File: config.mk
export PLATFORM = sky130hd
export DESIGN_NAME = pipe_hazard_unit
export DESIGN_NICKNAME = d
export VERILOG_FILES = /design/src/rtl/hazard_pkg.sv /design/src/rtl/haz_src_match.sv /design/src/rtl/pipe_hazard_unit.sv
export SDC_FILE = /design/constraint.sdc
export NUM_CORES = 1
export LEC_CHECK = 0
export ABC_CLOCK_PERIOD_IN_PS = 5800
export CORE_MARGIN = 3
export CORE_UTILIZATION = 34
export DETAILED_ROUTE_END_ITERATION = 10
export GPL_ROUTABILITY_DRIVEN = 0
export SETUP_SLACK_MARGIN = 0.02
export SKIP_CTS_REPAIR_TIMING = 1
export SLEW_MARGIN = 30
export SYNTH_ARGS = -nofsm -noshare
export SYNTH_HDL_FRONTEND = slang
export SYNTH_HIERARCHICAL = 1
export SYNTH_SLANG_ARGS = --single-unit
File: constraint.sdc
create_clock -name clk -period 5.8 [get_ports clk]
set_clock_uncertainty 0.1 [all_clocks]
set_input_delay 0.87 -clock clk [delete_from_list [all_inputs] [get_ports clk]]
set_output_delay 0.87 -clock clk [all_outputs]
set_load 0.02 [all_outputs]
File: src/rtl/hazard_pkg.sv
// Shared types and constants for the pipeline hazard/forwarding controller.
//
// slot_t describes one in-flight register writer held in the scoreboard:
//   v    - slot holds a live writer
//   addr - destination register, zero-extended to HAZ_AW_MAX bits
//   rdy  - last slot index in which the result is not yet forwardable
//          (RDY_ALU for single-cycle producers, LOAD_RDY for loads)
package hazard_pkg;

    // Storage widths for slot fields. Register address widths up to 8 bits
    // and up to 16 scoreboard slots are supported.
    localparam int unsigned HAZ_AW_MAX = 8;
    localparam int unsigned HAZ_RDY_W  = 4;

    localparam int unsigned RDY_ALU = 0;
    localparam int unsigned SEL_RF  = 0;

    typedef struct packed {
        logic                  v;
        logic [HAZ_AW_MAX-1:0] addr;
        logic [HAZ_RDY_W-1:0]  rdy;
    } slot_t;

    // Width of a forwarding select able to name any scoreboard slot.
    function automatic int unsigned sel_width(input int unsigned num_stages);
        return (num_stages <= 1) ? 1 : $clog2(num_stages);
    endfunction

endpackage

File: src/rtl/haz_src_match.sv
// Youngest-producer search for a single source register.
//
// Scans the scoreboard slots and reports the youngest (lowest index) valid
// slot whose destination matches the source address. Register 0 and unused
// sources never match.
//
// Ports:
//   slots - scoreboard contents, slot 0 = EX (youngest)
//   used  - source is actually read by the instruction in ID
//   addr  - source register address
//   hit   - a matching producer exists
//   idx   - slot index of the youngest matching producer
//   rdy   - readiness class of that producer
module haz_src_match
    import hazard_pkg::*;
#(
    parameter int unsigned NUM_STAGES = 3,
    parameter int unsigned REG_AW     = 5,
    parameter int unsigned SEL_W      = 2
) (
    input  slot_t [NUM_STAGES-1:0] slots,
    input  logic                   used,
    input  logic [REG_AW-1:0]      addr,
    output logic                   hit,
    output logic [SEL_W-1:0]       idx,
    output logic [HAZ_RDY_W-1:0]   rdy
);

    logic [HAZ_AW_MAX-1:0] addr_ext;

    always_comb begin
        addr_ext               = '0;
        addr_ext[REG_AW-1:0]   = addr;
        hit                    = 1'b0;
        idx                    = '0;
        rdy                    = '0;
        if (used && (addr_ext != '0)) begin
            // Walk oldest to youngest so the youngest match is written last.
            for (int s = NUM_STAGES - 1; s >= 0; s--) begin
                if (slots[s].v && (slots[s].addr == addr_ext)) begin
                    hit = 1'b1;
                    idx = SEL_W'(s);
                    rdy = slots[s].rdy;
                end
            end
        end
    end

endmodule

File: src/rtl/pipe_hazard_unit.sv
// Hazard, forwarding and stall controller for the in-order MIPS pipeline.
//
// Tracks in-flight register writers in a shifting scoreboard (slot 0 = EX,
// slot NUM_STAGES-1 = WB), detects load-use and ID-consumer hazards, produces
// forwarding selects for the EX operand muxes (registered) and the ID branch
// comparators (combinational), and blocks HI/LO accesses while a mult/div is
// in progress.
//
// Optional build macro HAZ_PERF_CNT_EN adds two 32-bit stall counters
// (perf_load_stalls, perf_mdu_stalls).
//
// Ports:
//   clk, rst                    - clock, asynchronous active-high reset
//   id_valid                    - ID holds a live instruction
//   id_rs, id_rt                - source register addresses
//   id_rs_used, id_rt_used      - sources actually read
//   id_src_in_id                - sources consumed in ID (branch, jr, jalr)
//   id_wr_en, id_wr_addr        - register file write and destination
//   id_is_load                  - writer has load latency
//   id_is_mdu                   - instruction starts a mult/div
//   id_reads_hilo               - mfhi/mflo
//   stall                       - hold PC and IF/ID, bubble into EX
//   ex_fwd_rs_sel/ex_fwd_rt_sel - registered EX mux select (0 = RF, k = slot k)
//   id_fwd_rs_sel/id_fwd_rt_sel - combinational ID comparator select
//   mdu_busy                    - MDU countdown non-zero
//   perf_load_stalls            - (HAZ_PERF_CNT_EN) cycles stalled on a load
//   perf_mdu_stalls             - (HAZ_PERF_CNT_EN) cycles stalled on the MDU
module pipe_hazard_unit
    import hazard_pkg::*;
#(
    parameter int unsigned REG_AW     = 5,
    parameter int unsigned NUM_STAGES = 3,   // minimum 3
    parameter int unsigned LOAD_RDY   = 1,
    parameter int unsigned MDU_LAT    = 32,  // minimum 2
    parameter int unsigned SEL_W      = sel_width(NUM_STAGES)
) (
    input  logic              clk,
    input  logic              rst,
    input  logic              id_valid,
    input  logic [REG_AW-1:0] id_rs,
    input  logic [REG_AW-1:0] id_rt,
    input  logic              id_rs_used,
    input  logic              id_rt_used,
    input  logic              id_src_in_id,
    input  logic              id_wr_en,
    input  logic [REG_AW-1:0] id_wr_addr,
    input  logic              id_is_load,
    input  logic              id_is_mdu,
    input  logic              id_reads_hilo,
    output logic              stall,
    output logic [SEL_W-1:0]  ex_fwd_rs_sel,
    output logic [SEL_W-1:0]  ex_fwd_rt_sel,
    output logic [SEL_W-1:0]  id_fwd_rs_sel,
    output logic [SEL_W-1:0]  id_fwd_rt_sel,
    output logic              mdu_busy
`ifdef HAZ_PERF_CNT_EN
    ,
    output logic [31:0]       perf_load_stalls,
    output logic [31:0]       perf_mdu_stalls
`endif
);

    localparam int unsigned CNT_W = (MDU_LAT <= 2) ? 1 : $clog2(MDU_LAT);

    slot_t [NUM_STAGES-1:0] slots_q, slots_d;
    logic  [CNT_W-1:0]      mdu_cnt_q, mdu_cnt_d;
    logic  [SEL_W-1:0]      ex_rs_q, ex_rt_q;

    logic                 rs_hit, rt_hit;
    logic [SEL_W-1:0]     rs_idx, rt_idx;
    logic [HAZ_RDY_W-1:0] rs_rdy, rt_rdy;

    logic ex_haz_rs, ex_haz_rt, id_haz_rs, id_haz_rt;
    logic data_haz, mdu_haz;

    // A producer seen from ID at slot s reaches slot s+1 when the consumer
    // enters EX; it is forwardable there only past its rdy slot.
    function automatic logic ex_haz_f(input logic hit, input logic [SEL_W-1:0] idx,
                                      input logic [HAZ_RDY_W-1:0] rdy);
        return hit && ((int'(idx) + 1) <= int'(rdy));
    endfunction

    // Next-cycle EX select. A producer in the last slot retires this cycle and
    // is read from the register file instead.
    function automatic logic [SEL_W-1:0] ex_sel_f(input logic hit,
                                                   input logic [SEL_W-1:0] idx);
        if (hit && ((int'(idx) + 1) < int'(NUM_STAGES))) begin
            return SEL_W'(int'(idx) + 1);
        end
        return SEL_W'(SEL_RF);
    endfunction

    // ID consumers need the value now, so the producer must already be past
    // its rdy slot.
    function automatic logic id_haz_f(input logic hit, input logic [SEL_W-1:0] idx,
                                      input logic [HAZ_RDY_W-1:0] rdy);
        return hit && (int'(idx) < (int'(rdy) + 1));
    endfunction

    haz_src_match #(
        .NUM_STAGES (NUM_STAGES),
        .REG_AW     (REG_AW),
        .SEL_W      (SEL_W)
    ) u_match_rs (
        .slots (slots_q),
        .used  (id_valid && id_rs_used),
        .addr  (id_rs),
        .hit   (rs_hit),
        .idx   (rs_idx),
        .rdy   (rs_rdy)
    );

    haz_src_match #(
        .NUM_STAGES (NUM_STAGES),
        .REG_AW     (REG_AW),
        .SEL_W      (SEL_W)
    ) u_match_rt (
        .slots (slots_q),
        .used  (id_valid && id_rt_used),
        .addr  (id_rt),
        .hit   (rt_hit),
        .idx   (rt_idx),
        .rdy   (rt_rdy)
    );

    always_comb begin
        ex_haz_rs = ex_haz_f(rs_hit, rs_idx, rs_rdy);
        ex_haz_rt = ex_haz_f(rt_hit, rt_idx, rt_rdy);
        id_haz_rs = id_src_in_id && id_haz_f(rs_hit, rs_idx, rs_rdy);
        id_haz_rt = id_src_in_id && id_haz_f(rt_hit, rt_idx, rt_rdy);
        data_haz  = ex_haz_rs || ex_haz_rt || id_haz_rs || id_haz_rt;
        mdu_haz   = (mdu_cnt_q != '0) && (id_is_mdu || id_reads_hilo);
        stall     = !rst && id_valid && (data_haz || mdu_haz);
    end

    assign id_fwd_rs_sel = rs_hit ? rs_idx : SEL_W'(SEL_RF);
    assign id_fwd_rt_sel = rt_hit ? rt_idx : SEL_W'(SEL_RF);
    assign ex_fwd_rs_sel = ex_rs_q;
    assign ex_fwd_rt_sel = ex_rt_q;
    assign mdu_busy      = (mdu_cnt_q != '0);

    // Scoreboard shift: never held; a stalled ID inserts a bubble into slot 0.
    always_comb begin
        slots_d = '0;
        if (id_valid && id_wr_en && (id_wr_addr != '0) && !stall) begin
            slots_d[0].v                  = 1'b1;
            slots_d[0].addr[REG_AW-1:0]   = id_wr_addr;
            slots_d[0].rdy                = id_is_load ? HAZ_RDY_W'(LOAD_RDY)
                                                       : HAZ_RDY_W'(RDY_ALU);
        end
        for (int s = 1; s < int'(NUM_STAGES); s++) begin
            slots_d[s] = slots_q[s-1];
        end
    end

    always_comb begin
        mdu_cnt_d = mdu_cnt_q;
        if (id_valid && id_is_mdu && !stall) begin
            mdu_cnt_d = CNT_W'(MDU_LAT - 1);
        end else if (mdu_cnt_q != '0) begin
            mdu_cnt_d = mdu_cnt_q - 1'b1;
        end
    end

    always_ff @(posedge clk or posedge rst) begin
        if (rst) begin
            slots_q   <= '0;
            mdu_cnt_q <= '0;
            ex_rs_q   <= '0;
            ex_rt_q   <= '0;
        end else begin
            slots_q   <= slots_d;
            mdu_cnt_q <= mdu_cnt_d;
            if (stall) begin
                ex_rs_q <= '0;
                ex_rt_q <= '0;
            end else begin
                ex_rs_q <= ex_sel_f(rs_hit, rs_idx);
                ex_rt_q <= ex_sel_f(rt_hit, rt_idx);
            end
        end
    end

`ifdef HAZ_PERF_CNT_EN
    logic        load_haz;
    logic [31:0] perf_load_q, perf_mdu_q;

    // A data stall is attributed to loads only when the blocking producer is
    // a load; ALU producers stalling an ID consumer are not counted.
    assign load_haz = ((ex_haz_rs || id_haz_rs) && (rs_rdy != HAZ_RDY_W'(RDY_ALU))) ||
                      ((ex_haz_rt || id_haz_rt) && (rt_rdy != HAZ_RDY_W'(RDY_ALU)));

    always_ff @(posedge clk or posedge rst) begin
        if (rst) begin
            perf_load_q <= '0;
            perf_mdu_q  <= '0;
        end else begin
            if (stall && load_haz) perf_load_q <= perf_load_q + 32'd1;
            if (stall && mdu_haz)  perf_mdu_q  <= perf_mdu_q + 32'd1;
        end
    end

    assign perf_load_stalls = perf_load_q;
    assign perf_mdu_stalls  = perf_mdu_q;
`endif

endmodule

Figure 1. Routed clock nets over the placement.
The bar under the picture is 20 um long.
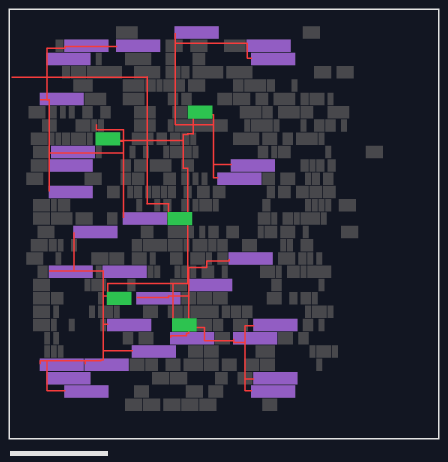
[purple] flip-flops | count: 30
[green] clock-net drivers | count: 5
[red] clock wires | length: 442 um
routed clock nets	6
later-pin clock latency in the skew report: 0.28 ns
Power Clock: 206 uW
clock share of power: 0.368

Figure 2. Power grid.
The bar under the picture is 20 um long. Pins as bars on the die edge.
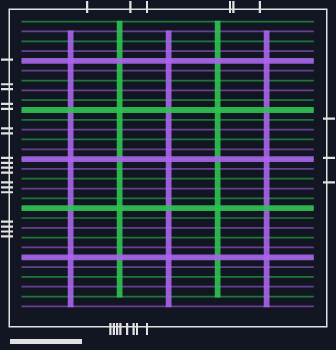
color	net
purple	VSS
green	VDD
met5 straps	5
met1 rails	30
met4 straps	5
DIE WIDTH: 87.5 um
Die Ht: 87.5 um
Core Box Area: 6390 um2
VDD IR max: 0.000167 V

==> run summary <==
XOR Share, Synth -> 0.132
Status -> finished clean
Clock buf/inv share -> 0.0351
Vias in the first global route -> 1,967
Synth unique cells -> 46
Met1 WL -> 2390 um
Synthesized flop and latch total -> 30
Critical path type -> input pin to output pin
Number of CTS-inserted buffers -> 5
Crit-path max FO -> 4
Final instance area -> 3030 um2
Max_cap viols -> 0
Seq/Total Area, Yosys -> 0.332
H-tree depth -> 2
Ys Warns -> 6
Comb_multi_in -> 225
Clk buf depth -> 2
Worst setup endpoint -> stall
Antenna Cells -> 0
Slew Viols, Final -> 0
Reg2reg start -> slots_d[38]
Dpl cell area -> 2910 um2
Critical Path Source Type -> input pin
Crit path capture type -> output pin
Sequential Power -> 247 uW
Routed length on met3 -> 213 um
Mux share -> 0
Post-route non-filler standard cell count -> 405
Most frequent cells in the layout -> conb_1 (36), clkdlybuf4s50_1 (33), dfrtp_1 (30)
Buffers excl. clock -> 46
Iteration-0 DRC Markers -> 48
Top comb family, area -> simple AND/OR/NAND/NOR gates
Max Used Layer -> met4
Switching power -> 150 uW
Pwr Density -> 185 nW/um2
Comb/total area -> 0.520
Setup ws final -> 0.432 ns
Synthesized area per cell -> 9.42 um2
Rel. slew slack -> 0.614
Slew of the pin with the lowest slew margin -> 0.577 ns
Worst Hold Launch -> slots_d[25]
Largest register FFs -> 14
Figure 3. Metal layers overlaid.
The bar under the picture is 20 um long.
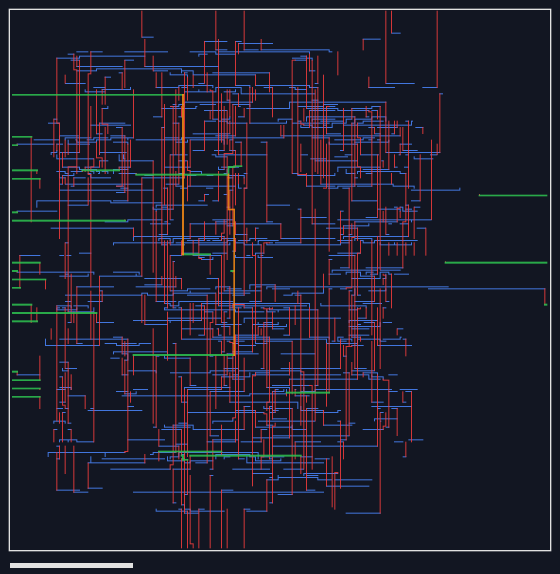
color	layer	wire length
orange	M4	56.0 um
blue	M1	2,390 um
red	M2	2,480 um
green	M3	213 um
WL final: 5140 um
via count: 1,932
GRT Resource Usage Total: 0.154

Power figures rest on the tool's default switching activity, not on a simulated workload.
